File: config.mk
export PLATFORM = sky130hd
export DESIGN_NAME = sa_controller_flat
export DESIGN_NICKNAME = d
export VERILOG_FILES = /design/src/rtl/sa_controller_if.sv /design/src/rtl/sa_controller.sv /design/src/flat_wrapper.sv
export SDC_FILE = /design/constraint.sdc
export NUM_CORES = 1
export LEC_CHECK = 0
export CAP_MARGIN = 20
export CORE_MARGIN = 1.5
export CORE_UTILIZATION = 48
export DETAILED_ROUTE_END_ITERATION = 8
export PLACE_DENSITY_LB_ADDON = 0.3
export SLEW_MARGIN = 20
export SYNTH_ARGS = -nofsm -noshare
export SYNTH_HDL_FRONTEND = slang
export SYNTH_SLANG_ARGS = --single-unit
File: constraint.sdc
create_clock -name Clk -period 2.3 [get_ports Clk]
set_input_delay 0.345 -clock Clk [delete_from_list [all_inputs] [get_ports Clk]]
set_output_delay 0.345 -clock Clk [all_outputs]
set_load 0.01 [all_outputs]
File: src/rtl/sa_controller_if.sv
// Scheduler/array-side signal bundle for sa_controller: tile request, array
// control strobes and the drained-row valid/ready handshake.
interface sa_controller_if #(
   parameter int ROWS = 4,
   parameter int KW   = 8
);
   localparam int RW = (ROWS > 1) ? $clog2(ROWS) : 1;

   logic          start;
   logic [KW-1:0] k_len;
   logic          pause;
   logic          out_ready;
   logic          busy;
   logic          done;
   logic          sclr;
   logic          compute_sa;
   logic          w_load;
   logic [RW-1:0] w_row_sel;
   logic          f_rd_en;
   logic [KW-1:0] f_rd_addr;
   logic          out_valid;
   logic [RW-1:0] out_row;

   modport master (
      output start, k_len, pause, out_ready,
      input  busy, done, sclr, compute_sa, w_load, w_row_sel,
             f_rd_en, f_rd_addr, out_valid, out_row
   );

   modport slave (
      input  start, k_len, pause, out_ready,
      output busy, done, sclr, compute_sa, w_load, w_row_sel,
             f_rd_en, f_rd_addr, out_valid, out_row
   );
endinterface

File: src/rtl/sa_controller.sv
// Tile sequencer for the systolic array: clear, weight load, feature feed,
// skew flush, row drain, done. Optional freeze in FEED/FLUSH under SA_PAUSE_EN.
module sa_controller #(
   parameter int ROWS = 4,
   parameter int COLS = 4,
   parameter int KW   = 8
) (
   input  logic                Clk,
   input  logic                Rst_n,
   sa_controller_if.slave      bus,
   output logic [2:0]          dbg_state_o
);
   localparam int RW        = (ROWS > 1) ? $clog2(ROWS) : 1;
   localparam int FLUSH_LEN = ROWS + COLS - 2;
   localparam int SW        = $clog2(ROWS + COLS);
   localparam int CW        = (KW > SW) ? KW : SW;

   typedef enum logic [2:0] {
      S_IDLE   = 3'd0,
      S_CLEAR  = 3'd1,
      S_LOAD_W = 3'd2,
      S_FEED   = 3'd3,
      S_FLUSH  = 3'd4,
      S_DRAIN  = 3'd5,
      S_DONE   = 3'd6
   } state_e;

   state_e        state_q, state_d;
   logic [CW-1:0] cnt_q, cnt_d;
   logic [RW-1:0] row_q, row_d;
   logic [KW-1:0] k_len_q, k_len_d;
   logic [CW-1:0] k_last;
   logic          freeze;
   logic          frozen_d;

   logic          busy_q, busy_d;
   logic          done_q, done_d;
   logic          sclr_q, sclr_d;
   logic          compute_q, compute_d;
   logic          w_load_q, w_load_d;
   logic [RW-1:0] w_row_sel_q, w_row_sel_d;
   logic          f_rd_en_q, f_rd_en_d;
   logic [KW-1:0] f_rd_addr_q, f_rd_addr_d;
   logic          out_valid_q, out_valid_d;
   logic [RW-1:0] out_row_q, out_row_d;

`ifdef SA_PAUSE_EN
   assign freeze = bus.pause;
`else
   logic pause_unused;
   assign pause_unused = bus.pause;
   assign freeze       = 1'b0;
`endif

   // FEED only runs with k_len_q >= 1, so the subtraction never underflows there.
   assign k_last = CW'(k_len_q) - CW'(1);

   always_comb begin
      state_d  = state_q;
      cnt_d    = cnt_q;
      row_d    = row_q;
      k_len_d  = k_len_q;
      frozen_d = 1'b0;
      unique case (state_q)
         S_IDLE: begin
            if (bus.start) begin
               state_d = S_CLEAR;
               k_len_d = bus.k_len;
               cnt_d   = '0;
               row_d   = '0;
            end
         end
         S_CLEAR: begin
            state_d = S_LOAD_W;
            cnt_d   = '0;
         end
         S_LOAD_W: begin
            if (cnt_q == CW'(ROWS - 1)) begin
               cnt_d   = '0;
               state_d = (k_len_q == '0) ? S_DONE : S_FEED;
            end else begin
               cnt_d = cnt_q + CW'(1);
            end
         end
         S_FEED: begin
            if (freeze) begin
               frozen_d = 1'b1;
            end else if (cnt_q == k_last) begin
               cnt_d   = '0;
               row_d   = '0;
               state_d = (FLUSH_LEN == 0) ? S_DRAIN : S_FLUSH;
            end else begin
               cnt_d = cnt_q + CW'(1);
            end
         end
         S_FLUSH: begin
            if (freeze) begin
               frozen_d = 1'b1;
            end else if (cnt_q == CW'(FLUSH_LEN - 1)) begin
               cnt_d   = '0;
               row_d   = '0;
               state_d = S_DRAIN;
            end else begin
               cnt_d = cnt_q + CW'(1);
            end
         end
         // out_valid is high for the whole of DRAIN, so a transfer happens on
         // exactly the cycles where out_ready is sampled high.
         S_DRAIN: begin
            if (bus.out_ready) begin
               if (row_q == RW'(ROWS - 1)) state_d = S_DONE;
               else                        row_d   = row_q + RW'(1);
            end
         end
         S_DONE:  state_d = S_IDLE;
         default: state_d = S_IDLE;
      endcase

      busy_d      = (state_d != S_IDLE);
      done_d      = (state_d == S_DONE);
      sclr_d      = (state_d == S_CLEAR);
      w_load_d    = (state_d == S_LOAD_W);
      w_row_sel_d = w_load_d ? cnt_d[RW-1:0] : '0;
      compute_d   = ((state_d == S_FEED) || (state_d == S_FLUSH)) && !frozen_d;
      f_rd_en_d   = (state_d == S_FEED) && !frozen_d;
      f_rd_addr_d = (state_d == S_FEED) ? cnt_d[KW-1:0] : '0;
      out_valid_d = (state_d == S_DRAIN);
      out_row_d   = out_valid_d ? row_d : '0;
   end

   always_ff @(posedge Clk or negedge Rst_n) begin
      if (!Rst_n) begin
         state_q     <= S_IDLE;
         cnt_q       <= '0;
         row_q       <= '0;
         k_len_q     <= '0;
         busy_q      <= 1'b0;
         done_q      <= 1'b0;
         sclr_q      <= 1'b0;
         compute_q   <= 1'b0;
         w_load_q    <= 1'b0;
         w_row_sel_q <= '0;
         f_rd_en_q   <= 1'b0;
         f_rd_addr_q <= '0;
         out_valid_q <= 1'b0;
         out_row_q   <= '0;
      end else begin
         state_q     <= state_d;
         cnt_q       <= cnt_d;
         row_q       <= row_d;
         k_len_q     <= k_len_d;
         busy_q      <= busy_d;
         done_q      <= done_d;
         sclr_q      <= sclr_d;
         compute_q   <= compute_d;
         w_load_q    <= w_load_d;
         w_row_sel_q <= w_row_sel_d;
         f_rd_en_q   <= f_rd_en_d;
         f_rd_addr_q <= f_rd_addr_d;
         out_valid_q <= out_valid_d;
         out_row_q   <= out_row_d;
      end
   end

   assign bus.busy       = busy_q;
   assign bus.done       = done_q;
   assign bus.sclr       = sclr_q;
   assign bus.compute_sa = compute_q;
   assign bus.w_load     = w_load_q;
   assign bus.w_row_sel  = w_row_sel_q;
   assign bus.f_rd_en    = f_rd_en_q;
   assign bus.f_rd_addr  = f_rd_addr_q;
   assign bus.out_valid  = out_valid_q;
   assign bus.out_row    = out_row_q;
   assign dbg_state_o    = state_q;
endmodule

File: src/flat_wrapper.sv
// flat-port wrapper written by rule: the top's interface ports become plain ports
module sa_controller_flat 
#(
   parameter int ROWS = 4,
   parameter int COLS = 4,
   parameter int KW   = 8
)
  (Clk, Rst_n, dbg_state_o, bus_start, bus_k_len, bus_pause, bus_out_ready, bus_busy, bus_done, bus_sclr, bus_compute_sa, bus_w_load, bus_w_row_sel, bus_f_rd_en, bus_f_rd_addr, bus_out_valid, bus_out_row);
  sa_controller_if #(.ROWS(ROWS), .KW(KW)) bus_i ();
  input  logic Clk;
  input  logic Rst_n;
  output logic [2:0] dbg_state_o;
  input wire logic [$bits(bus_i.start)-1:0] bus_start;
  input wire logic [$bits(bus_i.k_len)-1:0] bus_k_len;
  input wire logic [$bits(bus_i.pause)-1:0] bus_pause;
  input wire logic [$bits(bus_i.out_ready)-1:0] bus_out_ready;
  output wire logic [$bits(bus_i.busy)-1:0] bus_busy;
  output wire logic [$bits(bus_i.done)-1:0] bus_done;
  output wire logic [$bits(bus_i.sclr)-1:0] bus_sclr;
  output wire logic [$bits(bus_i.compute_sa)-1:0] bus_compute_sa;
  output wire logic [$bits(bus_i.w_load)-1:0] bus_w_load;
  output wire logic [$bits(bus_i.w_row_sel)-1:0] bus_w_row_sel;
  output wire logic [$bits(bus_i.f_rd_en)-1:0] bus_f_rd_en;
  output wire logic [$bits(bus_i.f_rd_addr)-1:0] bus_f_rd_addr;
  output wire logic [$bits(bus_i.out_valid)-1:0] bus_out_valid;
  output wire logic [$bits(bus_i.out_row)-1:0] bus_out_row;
  assign bus_i.start = bus_start;
  assign bus_i.k_len = bus_k_len;
  assign bus_i.pause = bus_pause;
  assign bus_i.out_ready = bus_out_ready;
  assign bus_busy = bus_i.busy;
  assign bus_done = bus_i.done;
  assign bus_sclr = bus_i.sclr;
  assign bus_compute_sa = bus_i.compute_sa;
  assign bus_w_load = bus_i.w_load;
  assign bus_w_row_sel = bus_i.w_row_sel;
  assign bus_f_rd_en = bus_i.f_rd_en;
  assign bus_f_rd_addr = bus_i.f_rd_addr;
  assign bus_out_valid = bus_i.out_valid;
  assign bus_out_row = bus_i.out_row;
  sa_controller #(.ROWS(ROWS), .COLS(COLS), .KW(KW)) u_core (.Clk(Clk), .Rst_n(Rst_n), .bus(bus_i), .dbg_state_o(dbg_state_o));
endmodule
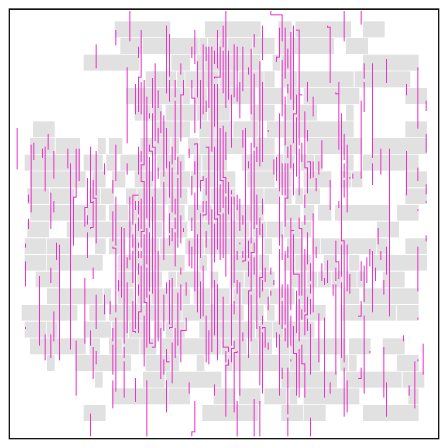
layer_met2.png
- nets with wire on the layer: 257
- longest straight run: 32.6 microns
final WL: 4960 microns
met2 usage in global routing: 0.344
via count: 1,863

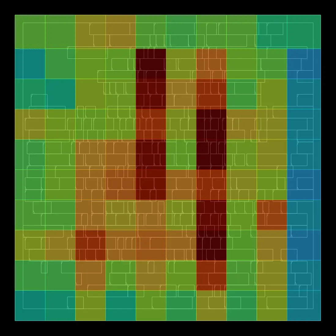
congestion.png
grt met3 use: 0.0349
gr busiest metal: met2
Finished Core Util: 0.667
GR Layer Usage met1: 0.292

-- state kept, by name, summed over array words and instances, names as in the netlist, 2 cells and up --
register and flops:
u_core.cnt_q 8, u_core.bus.f_rd_addr 8, u_core.k_len_q 8, u_core.bus.out_row 2
u_core.row_q 2, u_core.dbg_state_o 3, u_core.bus.w_row_sel 2
-- what timing repair did --
item,in CTS,in global routing
cloned,1,0
pin swaps,2,7
buffers inserted,0,3
resized,4,11
endpoints found under the setup margin,12,24
-- layout by cell type (no fill, tap or decap), drive strengths merged, types with 2 or more instances in the layout --
cell	instances
xor2	3
o21ai	11
dfrtp	40
a21oi	11
nand2	22
o32ai	2
nand2b	6
clkbuf	8
nor2	15
and2	3
a31oi	5
mux2	6
or4	2
xnor2	5
nand3	8
o211ai	3
nor3	13
mux2i	3
buf	27
a32o	2
inv	10
nor2b	6
o21bai	2
a2111oi	2
o22ai	3
ha	4
or2	3
clkdlybuf4s50	32
o21a	3
a211oi	3
nor3b	2
nor4	4
-- area by class of cell --
| class | instances | area, sq um | share of cell area |
|---|---|---|---|
| repair buffers | 59 | 536 | 0.186 |
| well taps | 52 | 65.1 | 0.0226 |
| multi-input cells | 160 | 1150 | 0.399 |
| flip-flops and latches | 40 | 1000 | 0.347 |
| clock buffers | 8 | 90.1 | 0.0313 |
| inverters | 10 | 40.0 | 0.0139 |
-- per-layer routing --
layer,track usage,routed length (microns)
met5,0,0
met4,0.0983,81
met3,0.0349,191
met2,0.344,2530
met1,0.292,2160
-- metrics by stage --
| stage | setup TNS [ns] | worst slack [ns] |
|---|---|---|
| floorplan | -0.106 | -0.0529 |
| CTS | 0 | 0.00740 |
| global placement | 0 | 0.00150 |
| global route | -1.35 | -0.163 |
| finish | -0.000324 | -0.000324 |
| detailed placement | -0.222 | -0.0639 |
==> flow_metrics.env <==
# flow metrics
export IMPL_synth_cells=220
export IMPL_grt_max_degree=41
export IMPL_ir_worst_vdd_uv=836
export IMPL_cp_num_cells=9
export IMPL_status="complete, but fails checks"
export IMPL_finalClockPeriodUsage=1.00
export IMPL_dieArea_sq_um=4870
export IMPL_violations="negative setup slack"
export IMPL_fill_cells=345
export IMPL_core_area_sq_um=4320
export IMPL_edf_count=0
export IMPL_synth_cell_area_sq_um=2140
export IMPL_switchingPower_mw=1.57
export IMPL_slew_viol_final=0
export IMPL_dieHeight_microns=69.8
export IMPL_p_comb_frac=0.574
export IMPL_clk_latency_ns=0.29
export IMPL_ys_chip_area_sq_um=2140
export IMPL_dp_cells=317
export IMPL_synth_most_common_cell="dfrtp_1"
export IMPL_p_comb_mw=2.18
export IMPL_p_sw_frac=0.412
export IMPL_synth_area_leader_cell="dfrtp_1"
export IMPL_yosys_top_cells_count="dfrtp_1, nand2_1, nor2_1, a21oi_1, nor3_1"
export IMPL_synth_distinct_cells=47
export IMPL_fin_crit_ns=2.30
export IMPL_p_total_mw=3.80
export IMPL_place_hpwl_microns=3470
export IMPL_first_iter_violations=117
export IMPL_relSlewSlack=0.416
export IMPL_r2r_end="u_core.cnt_q[2]"
export IMPL_synthTopCellsByArea="dfrtp_1, nand2_1, mux2_2"
export IMPL_cts_sinks=40
export IMPL_clk_power_mw=0.480
export IMPL_p_per_area_nw_per_um2=1320
export IMPL_async_reset_ff_frac=1.00
export IMPL_crit_buf_inv=2
export IMPL_ioPinCount=35
export IMPL_rr_startpoint="u_core.k_len_q[0]"
export IMPL_synth_nets=237
export IMPL_warning_count=31
export IMPL_worst_hold_path_type="in -> async"
export IMPL_fmax_ghz=0.435
export IMPL_grt_usage=0.217
export IMPL_setup_worst_path_start="u_core.k_len_q[0]"
export IMPL_diodes=0
export IMPL_areaGrowthSynthToFinish_pct=34.7
export IMPL_placed_area_sq_um=2680
export IMPL_path_cells="inv_4 -> ha_4 -> or4_1 -> mux2i_1 -> o21ai_2 -> a32o_2 -> buf_6 -> nor4_4 -> o22ai_1"
export IMPL_intPower_mw=2.24
export IMPL_drc=0
export IMPL_setup_viol=1
export IMPL_fin_area_sq_um=2880
export IMPL_setup_slack_ns=-0.000324
export IMPL_port_buffers=33
export IMPL_hold_viol=0
export IMPL_ys_ff=40
export IMPL_yosys_area_share_aoi=0.150
export IMPL_cp_max_fo=5
export IMPL_synth_area_per_cell_sq_um=9.73
export IMPL_antenna_found_initial=0
export IMPL_drive_gt1_frac=0.227
export IMPL_initCoreUtil=0.495
export IMPL_h_tree_depth=2
export IMPL_ys_sh_simple=0.231
export IMPL_p_seq_mw=1.14
export IMPL_first_global_vias=1832
export IMPL_rsz0062_at_grt="yes"
export IMPL_r2r_slack_ns=-0.0003
export IMPL_num_nets_final=293
